run_1/met1.png
Drawn at 4 px/µm. Supply wires on this layer in grey.
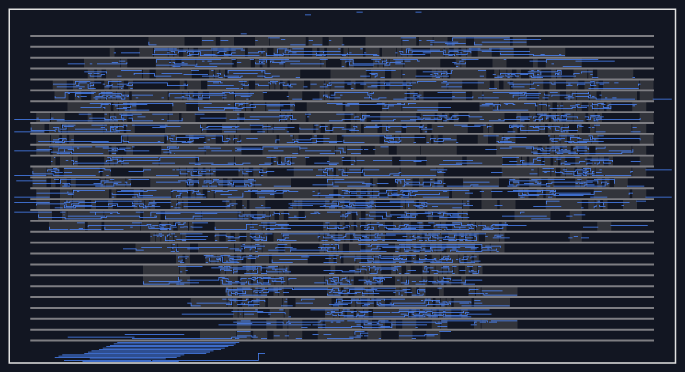
run_1/met2.png
Drawn at 4 px/µm.
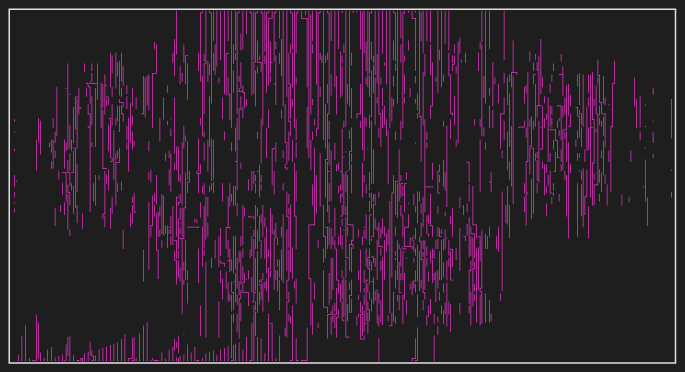
run_1/met3.png
Drawn at 4 px/µm.
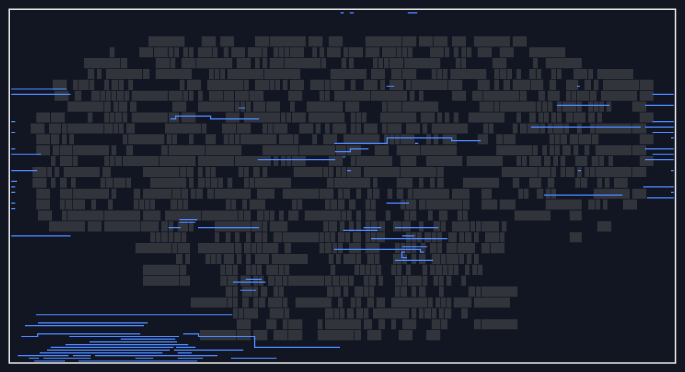
run_1/met4.png
Drawn at 3 px/µm. Supply wires on this layer in grey.
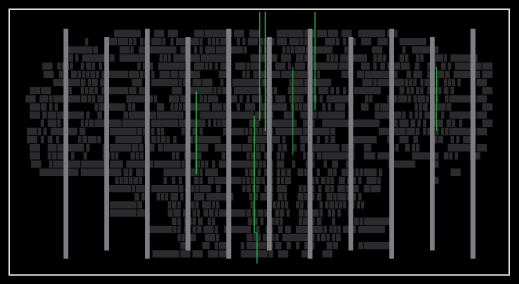
File: config.mk
export PLATFORM = sky130hd
export DESIGN_NAME = ping_reply_ctrl
export DESIGN_NICKNAME = d
export VERILOG_FILES = /design/src/rtl/ping_reply_ctrl.sv
export SDC_FILE = /design/constraint.sdc
export NUM_CORES = 1
export LEC_CHECK = 0
export ABC_AREA = 1
export CAP_MARGIN = 30
export CORE_ASPECT_RATIO = 0.5
export CORE_MARGIN = 5
export CORE_UTILIZATION = 45
export CTS_BUF_LIST = sky130_fd_sc_hd__clkbuf_4
export CTS_CLUSTER_DIAMETER = 200
export DETAILED_ROUTE_END_ITERATION = 12
export PLACE_DENSITY = 0.78
export REMOVE_ABC_BUFFERS = 1
export SYNTH_ARGS = -nofsm -noshare
export SYNTH_HDL_FRONTEND = slang
export SYNTH_SLANG_ARGS = --single-unit
File: constraint.sdc
create_clock -name clk -period 4.7 [get_ports clk]
set_input_delay 0.705 -clock clk [delete_from_list [all_inputs] [get_ports clk]]
set_output_delay 0.705 -clock clk [all_outputs]
set_load 0.02 [all_outputs]
File: src/rtl/ping_reply_ctrl.sv
// ping_reply_ctrl: loads an ICMP echo request into the payload buffer,
// waits for the buffer checksum to settle, wins the TX path and streams the
// buffered words back out as the echo reply body. Also keeps saturating
// received/dropped request counters.
module ping_reply_ctrl #(
  parameter int MAX_WORDS   = 255,
  parameter int GNT_TIMEOUT = 1024,
  parameter int SETTLE_CYC  = 2
) (
  input  logic        clk,
  input  logic        rst_n,
  // RX word stream from the Ethernet parser
  input  logic        i_rx_valid,
  input  logic        i_rx_sop,
  input  logic        i_rx_eop,
  input  logic        i_rx_err,
  input  logic [31:0] i_rx_data,
  // payload buffer write side
  output logic        o_pl_start,
  output logic        o_pl_wren,
  output logic [31:0] o_pl_data,
  output logic        o_pl_eop,
  // payload buffer read side
  input  logic [31:0] i_pl_data,
  output logic        o_pl_rdy,
  // TX arbiter / sink
  output logic        o_tx_req,
  input  logic        i_tx_gnt,
  output logic        o_tx_valid,
  output logic        o_tx_sop,
  output logic        o_tx_eop,
  output logic [31:0] o_tx_data,
  input  logic        i_tx_ready,
  // status
  output logic        o_busy,
  output logic [15:0] o_rx_cnt,
  output logic [15:0] o_drop_cnt
);

  localparam logic [2:0] S_IDLE   = 3'd0;
  localparam logic [2:0] S_RECV   = 3'd1;
  localparam logic [2:0] S_SETTLE = 3'd2;
  localparam logic [2:0] S_REQ    = 3'd3;
  localparam logic [2:0] S_SEND   = 3'd4;
  localparam logic [2:0] S_DROP   = 3'd5;

  // word counters are 9 bits so a full MAX_WORDS payload plus overflow
  // detection fits without wrap
  localparam logic [8:0] MAX_W = 9'(MAX_WORDS);

  localparam int TW = $clog2(GNT_TIMEOUT + 1);
  localparam logic [TW-1:0] TO_LAST = TW'(GNT_TIMEOUT - 1);

  // SETTLE lasts SETTLE_CYC cycles (minimum one)
  localparam int SW = (SETTLE_CYC < 2) ? 1 : $clog2(SETTLE_CYC);
  localparam logic [SW-1:0] SETTLE_LAST = SW'(SETTLE_CYC - 1);

  logic [2:0]    state, state_nx;
  logic [8:0]    wcnt, wcnt_nx;
  logic [8:0]    scnt;
  logic          ovf, ovf_nx;
  logic [SW-1:0] settle_cnt;
  logic [TW-1:0] to_cnt;

  logic          wr_nx, start_nx;
  logic          rx_sop_v;
  logic          at_max;
  logic          xfer;
  logic          last_word;
  logic          rx_inc;
  logic [1:0]    drop_inc;
  logic [16:0]   drop_sum;

  assign rx_sop_v  = i_rx_valid & i_rx_sop;
  assign at_max    = (wcnt == MAX_W);
  assign xfer      = o_tx_valid & i_tx_ready;
  assign last_word = (scnt == wcnt - 9'd1);

  // state-decoded outputs; TX data is the buffer read port passed straight through
  assign o_busy     = (state != S_IDLE);
  assign o_pl_eop   = (state == S_SETTLE) | (state == S_REQ) | (state == S_SEND);
  assign o_tx_req   = (state == S_REQ) | (state == S_SEND);
  assign o_tx_valid = (state == S_SEND);
  assign o_tx_sop   = o_tx_valid & (scnt == 9'd0);
  assign o_tx_eop   = o_tx_valid & last_word;
  assign o_pl_rdy   = xfer;
  assign o_tx_data  = i_pl_data;

  // next-state, write strobes and counter increments
  always_comb begin
    state_nx = state;
    wcnt_nx  = wcnt;
    ovf_nx   = ovf;
    wr_nx    = 1'b0;
    start_nx = 1'b0;
    rx_inc   = 1'b0;
    drop_inc = 2'd0;
    case (state)
      S_IDLE: begin
        if (rx_sop_v) begin
          wr_nx    = 1'b1;
          start_nx = 1'b1;
          wcnt_nx  = 9'd1;
          ovf_nx   = 1'b0;
          if (i_rx_eop) state_nx = i_rx_err ? S_DROP : S_SETTLE;
          else          state_nx = S_RECV;
        end
      end
      S_RECV: begin
        if (i_rx_valid) begin
          if (i_rx_sop) begin
            // restart: the abandoned partial packet is one drop
            drop_inc = 2'd1;
            wr_nx    = 1'b1;
            start_nx = 1'b1;
            wcnt_nx  = 9'd1;
            ovf_nx   = 1'b0;
            if (i_rx_eop) state_nx = i_rx_err ? S_DROP : S_SETTLE;
          end else begin
            // past MAX_WORDS stop writing but keep consuming to eop
            if (at_max) begin
              ovf_nx = 1'b1;
            end else begin
              wr_nx   = 1'b1;
              wcnt_nx = wcnt + 9'd1;
            end
            if (i_rx_eop)
              state_nx = (i_rx_err | ovf | at_max) ? S_DROP : S_SETTLE;
          end
        end
      end
      S_SETTLE: begin
        if (rx_sop_v) drop_inc = 2'd1;
        if (settle_cnt == SETTLE_LAST) state_nx = S_REQ;
      end
      S_REQ: begin
        if (rx_sop_v) drop_inc = 2'd1;
        if (i_tx_gnt)                state_nx = S_SEND;
        else if (to_cnt == TO_LAST)  state_nx = S_DROP;
      end
      S_SEND: begin
        if (rx_sop_v) drop_inc = 2'd1;
        if (xfer && last_word) begin
          rx_inc   = 1'b1;
          state_nx = S_IDLE;
        end
      end
      S_DROP: begin
        // the aborted packet plus any stray sop landing in the same cycle
        drop_inc = rx_sop_v ? 2'd2 : 2'd1;
        state_nx = S_IDLE;
      end
      default: state_nx = S_IDLE;
    endcase
  end

  assign drop_sum = {1'b0, o_drop_cnt} + {15'd0, drop_inc};

  // FSM state, packet length and registered buffer write port
  always_ff @(posedge clk or negedge rst_n) begin
    if (!rst_n) begin
      state      <= S_IDLE;
      wcnt       <= 9'd0;
      ovf        <= 1'b0;
      o_pl_start <= 1'b0;
      o_pl_wren  <= 1'b0;
      o_pl_data  <= 32'd0;
    end else begin
      state      <= state_nx;
      wcnt       <= wcnt_nx;
      ovf        <= ovf_nx;
      o_pl_start <= start_nx;
      o_pl_wren  <= wr_nx;
      if (wr_nx) o_pl_data <= i_rx_data;
    end
  end

  // SETTLE and grant-timeout timers, cleared whenever their state is left
  always_ff @(posedge clk or negedge rst_n) begin
    if (!rst_n) begin
      settle_cnt <= '0;
      to_cnt     <= '0;
    end else begin
      settle_cnt <= (state == S_SETTLE) ? settle_cnt + 1'b1 : '0;
      to_cnt     <= (state == S_REQ)    ? to_cnt + 1'b1     : '0;
    end
  end

  // TX transfer index within the reply
  always_ff @(posedge clk or negedge rst_n) begin
    if (!rst_n)               scnt <= 9'd0;
    else if (state != S_SEND) scnt <= 9'd0;
    else if (xfer)            scnt <= scnt + 9'd1;
  end

  // saturating statistics
  always_ff @(posedge clk or negedge rst_n) begin
    if (!rst_n) begin
      o_rx_cnt   <= 16'd0;
      o_drop_cnt <= 16'd0;
    end else begin
      if (rx_inc && o_rx_cnt != 16'hFFFF) o_rx_cnt <= o_rx_cnt + 16'd1;
      o_drop_cnt <= drop_sum[16] ? 16'hFFFF : drop_sum[15:0];
    end
  end

endmodule

==> notes.org, run 1 <==
#+TITLE: Flow metrics

** Status
- The flow ran to the end, and the final reports show no timing, DRC or antenna violations.

** CTS
- Number of gates resized after CTS :: 0
- TritonCTS built the clock tree.
- The number of setup buffers added after CTS is 0.
- Clk ins delay skew pair :: 0.47 ns
- Hold-fix buffers at CTS :: 0
- Looking at the clock tree report, the maximum root-to-sink buffer count equals 2.
- On the reported timing paths, the clock transition at the registers reads 0.17 ns.
- TritonCTS created 9 clock buffers.
- Number of clock sinks :: 100
- In this run the number of H-tree levels came out at 3.

** Global routing
- Residual overflow from global routing :: 0
- The first global-routing pass estimated 22900 µm of wire.
- Largest net degree at the start of global routing :: 65
- The initial antenna violation count was 0.
- Across every metal layer, demand over resource in global routing totals 0.193.
- Number of global-route vias before repair :: 4625

** Layout
- Dominant logic cell type in the layout :: sky130_fd_sc_hd__nand2_1
- Logic share of the area :: 0.358
- Once layout is done, the placed cells without fillers occupy 6690 µm².
- The largest registers in the layout are o_pl_data x32, o_drop_cnt x16, o_rx_cnt x16.
- Buffer share of cell area :: 0.172
- Non-clock inverters :: 76
- Antenna cells :: 1
- Layout buffer count excluding clock buffers :: 115
- The area taken by multi-input combinational cells is reported as 2390 µm².
- Total of clock buffers placed in the layout :: 9
- Max FFs per register :: 32
- Number of nets in the layout :: 880

** Final timing
- Counting I/O delays and the setup requirement, the final critical path takes 3.57 ns.
- Crit share post-route :: 0.760
- Max Clock Skew :: 0.0233 ns
- On the final layout, the worst hold slack is 0.308 ns.
- At the pin with the least slew margin, the transition time is 0.819 ns.
- Endpoints with negative setup slack in the final report add up to 0.
- Final setup TNS :: 0 ns
- Number of failing hold endpoints at the final stage :: 0

** Critical path
- Capture instance of the worst register-to-register path :: o_drop_cnt[11]
- Count of cell instances traversed by the critical path :: 13
- STA classifies the critical path startpoint as a flop.
- For reference, the critical path is captured by o_tx_eop.
- The data required time reported for the critical path is 3.99 ns.
- Arrival time of data at the critical path endpoint :: 2.87 ns
- Crit path buffers/inverters :: 4
- Delay contributed by the slowest stage of the critical path :: 0.63 ns
- The worst register-to-register path has a depth of 11.
- Internal reg-to-reg setup slack :: 1.61 ns
- STA lists the startpoint of the worst register-to-register path as state[1].
- Crit Path Max Fanout :: 6

** Floorplanning
- Tap cells :: 165
- Die Wd :: 166 µm
- Standard-cell rows :: 28
- Die Footprint :: 14600 µm²
- Die y size :: 88.1 µm
- Initial core utilization :: 0.462

** Power and ir drop
- Portion of total power attributed to combinational logic :: 0.481
- Clock network power share :: 0.144
- Per report_power, the Clock row totals 0.459 mW.
- Switching power as a fraction of the total was reported as 0.433.
- Per report_power, the Sequential row totals 1.20 mW.
- Biggest consumer :: combinational logic
- Register share of total power :: 0.375

** Drt
- The routed layout reports a DRC error count of 0.
- Via count of the routed design :: 4855
- Vias per cell :: 5.01
- Wire length on met1 :: 6330 µm
- Count of routing violations after the opening detailed-route iteration :: 296
- The first TritonRoute pass finished after 4 iterations.

** Yosys
- Yosys stat cell total :: 716
- The chip area line in the Yosys stat output reads 5490 µm².
- The synthesized design contains 0 enable-type register cells.
- Fa+ha+maj area frac :: 0.0242
- In this run, the synthesized area fraction spent on AND-OR/OR-AND gates is recorded as 0.0508.
- Register bit count reported by yosys :: 100
- Cells after Synth :: 716
- Largest combinational cell category by area :: simple AND/OR/NAND/NOR gates
- Of the post-synthesis cell area, the part taken by muxes is 0.
- Top cell type by instance count after synthesis :: sky130_fd_sc_hd__nand2_1
- In this run the mean area of a mapped cell was 7.66 µm².
- Sequential share of the synthesized area :: 0.456
- Dominant synthesized flop cell :: sky130_fd_sc_hd__dfrtp_1
- In the synthesized netlist the async set-or-reset flop fraction comes to 1.00.

** Placed design
- RePlAce ended its routability-driven mode at a weighted congestion of 0.892.
- Post-DP HPWL :: 10700 µm
- Number of buffers inserted by port buffering :: 112
- Summing all placed instances gives a cell area of 6540 µm².
- In this run, placement finished with an instance count of 952.

** Min path
- Min-delay worst type :: primary input to async pin
Notes on met1.png above:
nets with wire on the layer: 806
share of all routed wire: 45%
longest straight run: 30.8 µm
wire length on this layer: 6330 µm
main direction: horizontal

Notes on met2.png above:
nets with wire on the layer: 718
longest straight run: 36.7 µm
share of all routed wire: 47%
main direction: vertical
wire length on this layer: 6700 µm

Notes on met3.png above:
main direction: horizontal
wire length on this layer: 917 µm
share of all routed wire: 6.5%

Notes on met4.png above:
share of all routed wire: 1.7%
longest straight run: 39.4 µm

## run 1: metrics by stage
| stage | setup slack, ns | utilization | power (mW) |
|---|---|---|---|
| after global routing | 0.942 | 0.563 | 3.43 |
| after CTS | 1.13 | 0.563 | 3.22 |
| after global placement | 1.29 | 0.549 | 2.70 |
| after floorplan | 1.57 | - | 2.10 |
| final | 1.13 | 0.563 | 3.19 |
| after detailed placement | 1.12 | 0.551 | 2.75 |
## run 1: logic make-up after synthesis
family | count (synthesis)
AND-OR/OR-AND | 50
AND/OR/NAND/NOR | 413
buffers and inverters | 120
flip-flops | 100
adder cells (fa/ha/maj) | 10
XOR/XNOR | 23
## run 1: metal layers
metal  global-route usage  up-vias
li1                     -     2405
met1                0.242     2299
met2                0.319      135
met3               0.0676       16
met4               0.0576        0
met5               0.0124        -
run_1/final_congestion.png
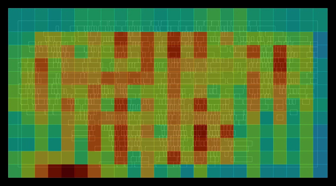

==> run 1 -> run 2 <==
Clock period 4.7 ns to 3.4 ns, I/O delays scaled along.
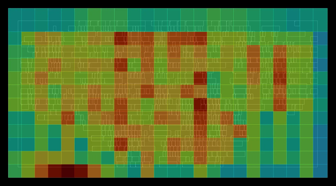
run_2/final_congestion.png
aggregate global-route resource usage: 0.194
WL/cell: 14.7 µm
Global Route met2 Usage: 0.318

==> notes.org, run 2 <==
#+TITLE: Flow metrics

** Status
- The run finished with clean final reports.

** Yosys
- The mean cell area of the mapped netlist was 7.66 µm² (unchanged).
- Dominant synthesized flop cell :: sky130_fd_sc_hd__dfrtp_1
- Top cell type by instance count after synthesis :: sky130_fd_sc_hd__nand2_1
- The flop and latch count out of synthesis came to 100 (unchanged).
- The gate count of the mapped netlist is 716 (unchanged).
- The share of cell area taken by muxes after synthesis came to 0 (unchanged).
- Largest combinational cell category by area :: simple AND/OR/NAND/NOR gates

** Critical path
- Crit Path Max Fanout :: 9 (+3)
- STA classifies the critical path startpoint as a flop.
- The arrival time reported for the critical path endpoint was 2.58 ns (-0.29 ns).
- The buffers plus inverters on the worst setup path came to 3 (-1).

** Layout
- Number of nets in the layout :: 883 (+0.34%)
- The final-layout non-clock buffer area share was 0.174 (+0.00129).
- Area taken by multi-input logic gates :: 2390 µm² (unchanged)
- Dominant logic cell type in the layout :: sky130_fd_sc_hd__nand2_1
- The core utilization of the finished layout came to 0.565 (+0.00190).
- The number of clock buffers in the layout was 9 (unchanged).
- Non-clock inverters :: 76 (unchanged)
- Largest registers :: o_pl_data x32, o_drop_cnt x16, o_rx_cnt x16
- Logic share of the area :: 0.357 (-0.00120)

** Drt
- Vias per cell :: 5.06 (+0.90%)
- First-pass iteration count of the detailed router :: 4 (unchanged)
- The initial DRC count came to 382 (+29%).
- Via count of the routed design :: 4914 (+1.2%)

** Floorplanning
- The floorplan core density came to 0.462 (unchanged).
- Die Wd :: 166 µm (unchanged)
- The tap cell count was 165 (unchanged).

** CTS
- Clock tree from TritonCTS :: built
- Clock edge transition at the registers on the reported setup and hold paths :: 0.19 ns (+0.02 ns)
- Number of clock sinks :: 100 (unchanged)
- The clock network latency to the later pin of the worst-skew pair was 0.48 ns (about the same).

** Power and ir drop
- Sum of internal, switching and leakage power :: 4.41 mW (+38%)

** Global routing
- The pin count of the biggest net entering global routing is 74 (+14%).
- GRT met3 Usage :: 0.0735 (+0.00586)
- The first-pass GRT wire length is 23200 µm (+1.5%).
- The global routing stage identified its most utilized layer as met2.

** Final timing
- Minimum setup slack in the final design :: 0.308 ns (-0.821 ns)

** Placed design
- The instance area at placement was 6550 µm² (+0.15%).
- The number of I/O port buffers was 112 (unchanged).
==> run 2: netlist changes by cell type in the layout (fill, tap and decap cells not counted), sizes merged <==
cell           previous run  this run
clkdlybuf4s50           111       110
dlymetal6s2s              0         1
buf                       4         7
==> run 2: report_power, final <==
part / internal, mW / total (mW) / leakage (nW) / switching [mW]
Clock: 0.184 / 0.664 / 0.0817 / 0.480
Combinational: 0.849 / 2.08 / 1.84 / 1.24
Sequential: 1.46 / 1.66 / 1.32 / 0.203
Total: 2.49 / 4.41 / 3.24 / 1.92
==> run 2: logic make-up after synthesis <==
| kind of cell | count (synthesis) |
|---|---|
| AND/OR/NAND/NOR | 413 |
| buffers and inverters | 120 |
| flip-flops | 100 |
| AND-OR/OR-AND | 50 |
| XOR/XNOR | 23 |
| adder cells (fa/ha/maj) | 10 |
==> run 2 -> run 3 <==
Settings changed: HOLD_SLACK_MARGIN set to 0.15.
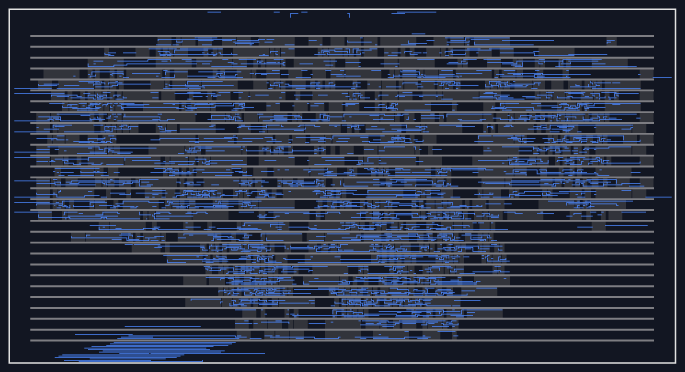
run_3/met1.png
Drawn at 4 px/µm. Supply wires on this layer in grey.
nets with wire on the layer: 805
main direction: horizontal
longest straight run: 30.8 µm

==> notes.org, run 3 <==
#+TITLE: Flow metrics

** Floorplanning
- Tap cells :: 165 (unchanged)
- The floorplan core density is 0.462 (unchanged).
- The floorplan has 28 rows.
- The width of the die came to 166 µm (unchanged).

** Global routing
- The global routing report lists met1 layer usage as 0.248.
- GRT met3 Usage :: 0.0735 (unchanged)
- Global Route met2 Usage :: 0.318 (unchanged)
- Residual overflow from global routing :: 0
- Wire length of the first global-routing pass :: 23200 µm (unchanged)
- Most heavily used metal layer in global routing :: met2
- The pin count of the biggest net entering global routing came to 74 (unchanged).
- Aggregate global-route resource usage :: 0.194 (unchanged)

** Layout
- Area taken by multi-input logic gates :: 2390 µm² (unchanged)
- The multi-input gate share of total cell area was 0.357 (unchanged).
- Seq area share :: 0.373
- The number of clock buffers in the layout is 9 (unchanged).
- Core utilization of the finished layout :: 0.565 (unchanged)
- Across the whole layout, storage elements account for 2500 µm².
- Dominant logic cell type in the layout :: sky130_fd_sc_hd__nand2_1
- The repair_antennas step left the layout with diodes totalling 1.
- Top cells excl fill/tap :: sky130_fd_sc_hd__nand2_1, sky130_fd_sc_hd__clkdlybuf4s50_1, sky130_fd_sc_hd__dfrtp_1, sky130_fd_sc_hd__inv_1, sky130_fd_sc_hd__nor2_1
- Non-clock inverters :: 76 (unchanged)
- The number of nets in the layout is 883 (unchanged).
- Buffer share of cell area :: 0.174 (unchanged)
- The register with the most flip-flops in the layout has 32 of them.
- The largest registers in the layout are o_pl_data x32, o_drop_cnt x16, o_rx_cnt x16.

** Critical path
- Nature of the critical path startpoint :: flop
- The highest net fanout along the worst path came to 9 (unchanged).
- Arrival time of data at the critical path endpoint :: 2.58 ns (about the same)
- In this run the worst setup path terminates at o_tx_req.

** Yosys
- The mean cell area of the mapped netlist was 7.66 µm² (unchanged).
- Most instantiated cells after synthesis :: sky130_fd_sc_hd__nand2_1, sky130_fd_sc_hd__dfrtp_1, sky130_fd_sc_hd__inv_1, sky130_fd_sc_hd__nor2_1, sky130_fd_sc_hd__nand3_1
- Synthesized area :: 5490 µm²
- Cells after Synth :: 716 (unchanged)
- Per Yosys stat, the portion of area used by sequential elements is 0.456.
- The flop and latch count out of synthesis is 100 (unchanged).
- Top cell type by instance count after synthesis :: sky130_fd_sc_hd__nand2_1
- Yosys stat cell total :: 716
- Largest cells by area :: sky130_fd_sc_hd__dfrtp_1, sky130_fd_sc_hd__nand2_1, sky130_fd_sc_hd__nand3_1
- Mux area share :: 0 (unchanged)
- Largest combinational cell category by area :: simple AND/OR/NAND/NOR gates
- Dominant synthesized flop cell :: sky130_fd_sc_hd__dfrtp_1

** Power and ir drop
- The switching fraction of total power was 0.435 (unchanged).
- The power dissipated by switching net loads is 1.92 mW (unchanged).
- Reported combinational group power :: 2.08 mW (about the same)
- Portion of total power attributed to combinational logic :: 0.472 (about the same)
- The portion of total power attributed to the clock network is 0.151 (about the same).
- Looking at the group totals, the largest power group turns out to be combinational logic.
- The power report puts the leakage power at 3.24 nW.
- Sum of internal, switching and leakage power :: 4.41 mW (unchanged)
- The flip-flop and latch power was 1.66 mW (about the same).
- Register share of total power :: 0.377 (about the same)
- Across the VDD grid, the largest voltage drop is 0.327 mV.
- Total internal power :: 2.49 mW (unchanged)
- The power dissipated in the clock network came to 0.664 mW (about the same).

** Drt
- The per-cell via count in the routed design is 5.06 (unchanged).
- The total number of vias is 4914 (unchanged).
- The number of detailed-route iterations in the first pass was 4 (unchanged).
- After detailed routing, the wire length on met1 is 6480 µm.
- WL/cell :: 14.7 µm (unchanged)
- DRT antenna net count :: 0
- The initial DRC count is 382 (unchanged).

** Status
- Outcome :: completed

** Placed design
- Total placed instance area :: 6550 µm² (unchanged)
- Number of buffers inserted by port buffering :: 112 (unchanged)
- Final estimated routing congestion in global placement :: 0.944

** CTS
- Clock tree from TritonCTS :: built
- CTS reports a maximum clock tree buffer depth of 2.
- Number of clock sinks :: 100 (unchanged)
- The root buffer cell chosen for the clock tree is sky130_fd_sc_hd__clkbuf_4.
- The clock transition at the registers of the reported paths came to 0.19 ns (about the same).
- # H-tree levels :: 3
- The clock network latency to the later pin of the worst-skew pair came to 0.48 ns (about the same).

** Final timing
- Period minus WS final :: 3.09 ns
- Minimum setup slack in the final design :: 0.308 ns (unchanged)
- In the final timing run, aggregate negative setup slack is 0 ns.

** Min path
- According to the hold report, the worst path is of the primary input to async pin type.
-- run 3: repair_timing --
action | in CTS | in global routing
buffers inserted | 0 | 0
endpoints found under the setup margin | 0 | 1
resized | 0 | 1
-- run 3: critical path: stages (launching register included) --
cell,delay (ns)
sky130_fd_sc_hd__dfrtp_1,0.46
sky130_fd_sc_hd__inv_2,0.11
sky130_fd_sc_hd__nand2_1,0.11
sky130_fd_sc_hd__nor2_1,0.33
sky130_fd_sc_hd__clkinv_1,0.36
sky130_fd_sc_hd__nand2_1,0.15
sky130_fd_sc_hd__clkdlybuf4s50_1,0.61
-- run 3: logic make-up after synthesis --
kind of cell	Yosys count
fa+ha+maj	10
buf+inv	120
flops	100
xor+xnor	23
compound gates	50
simple gates	413
Power and IR drop assume default switching activity.
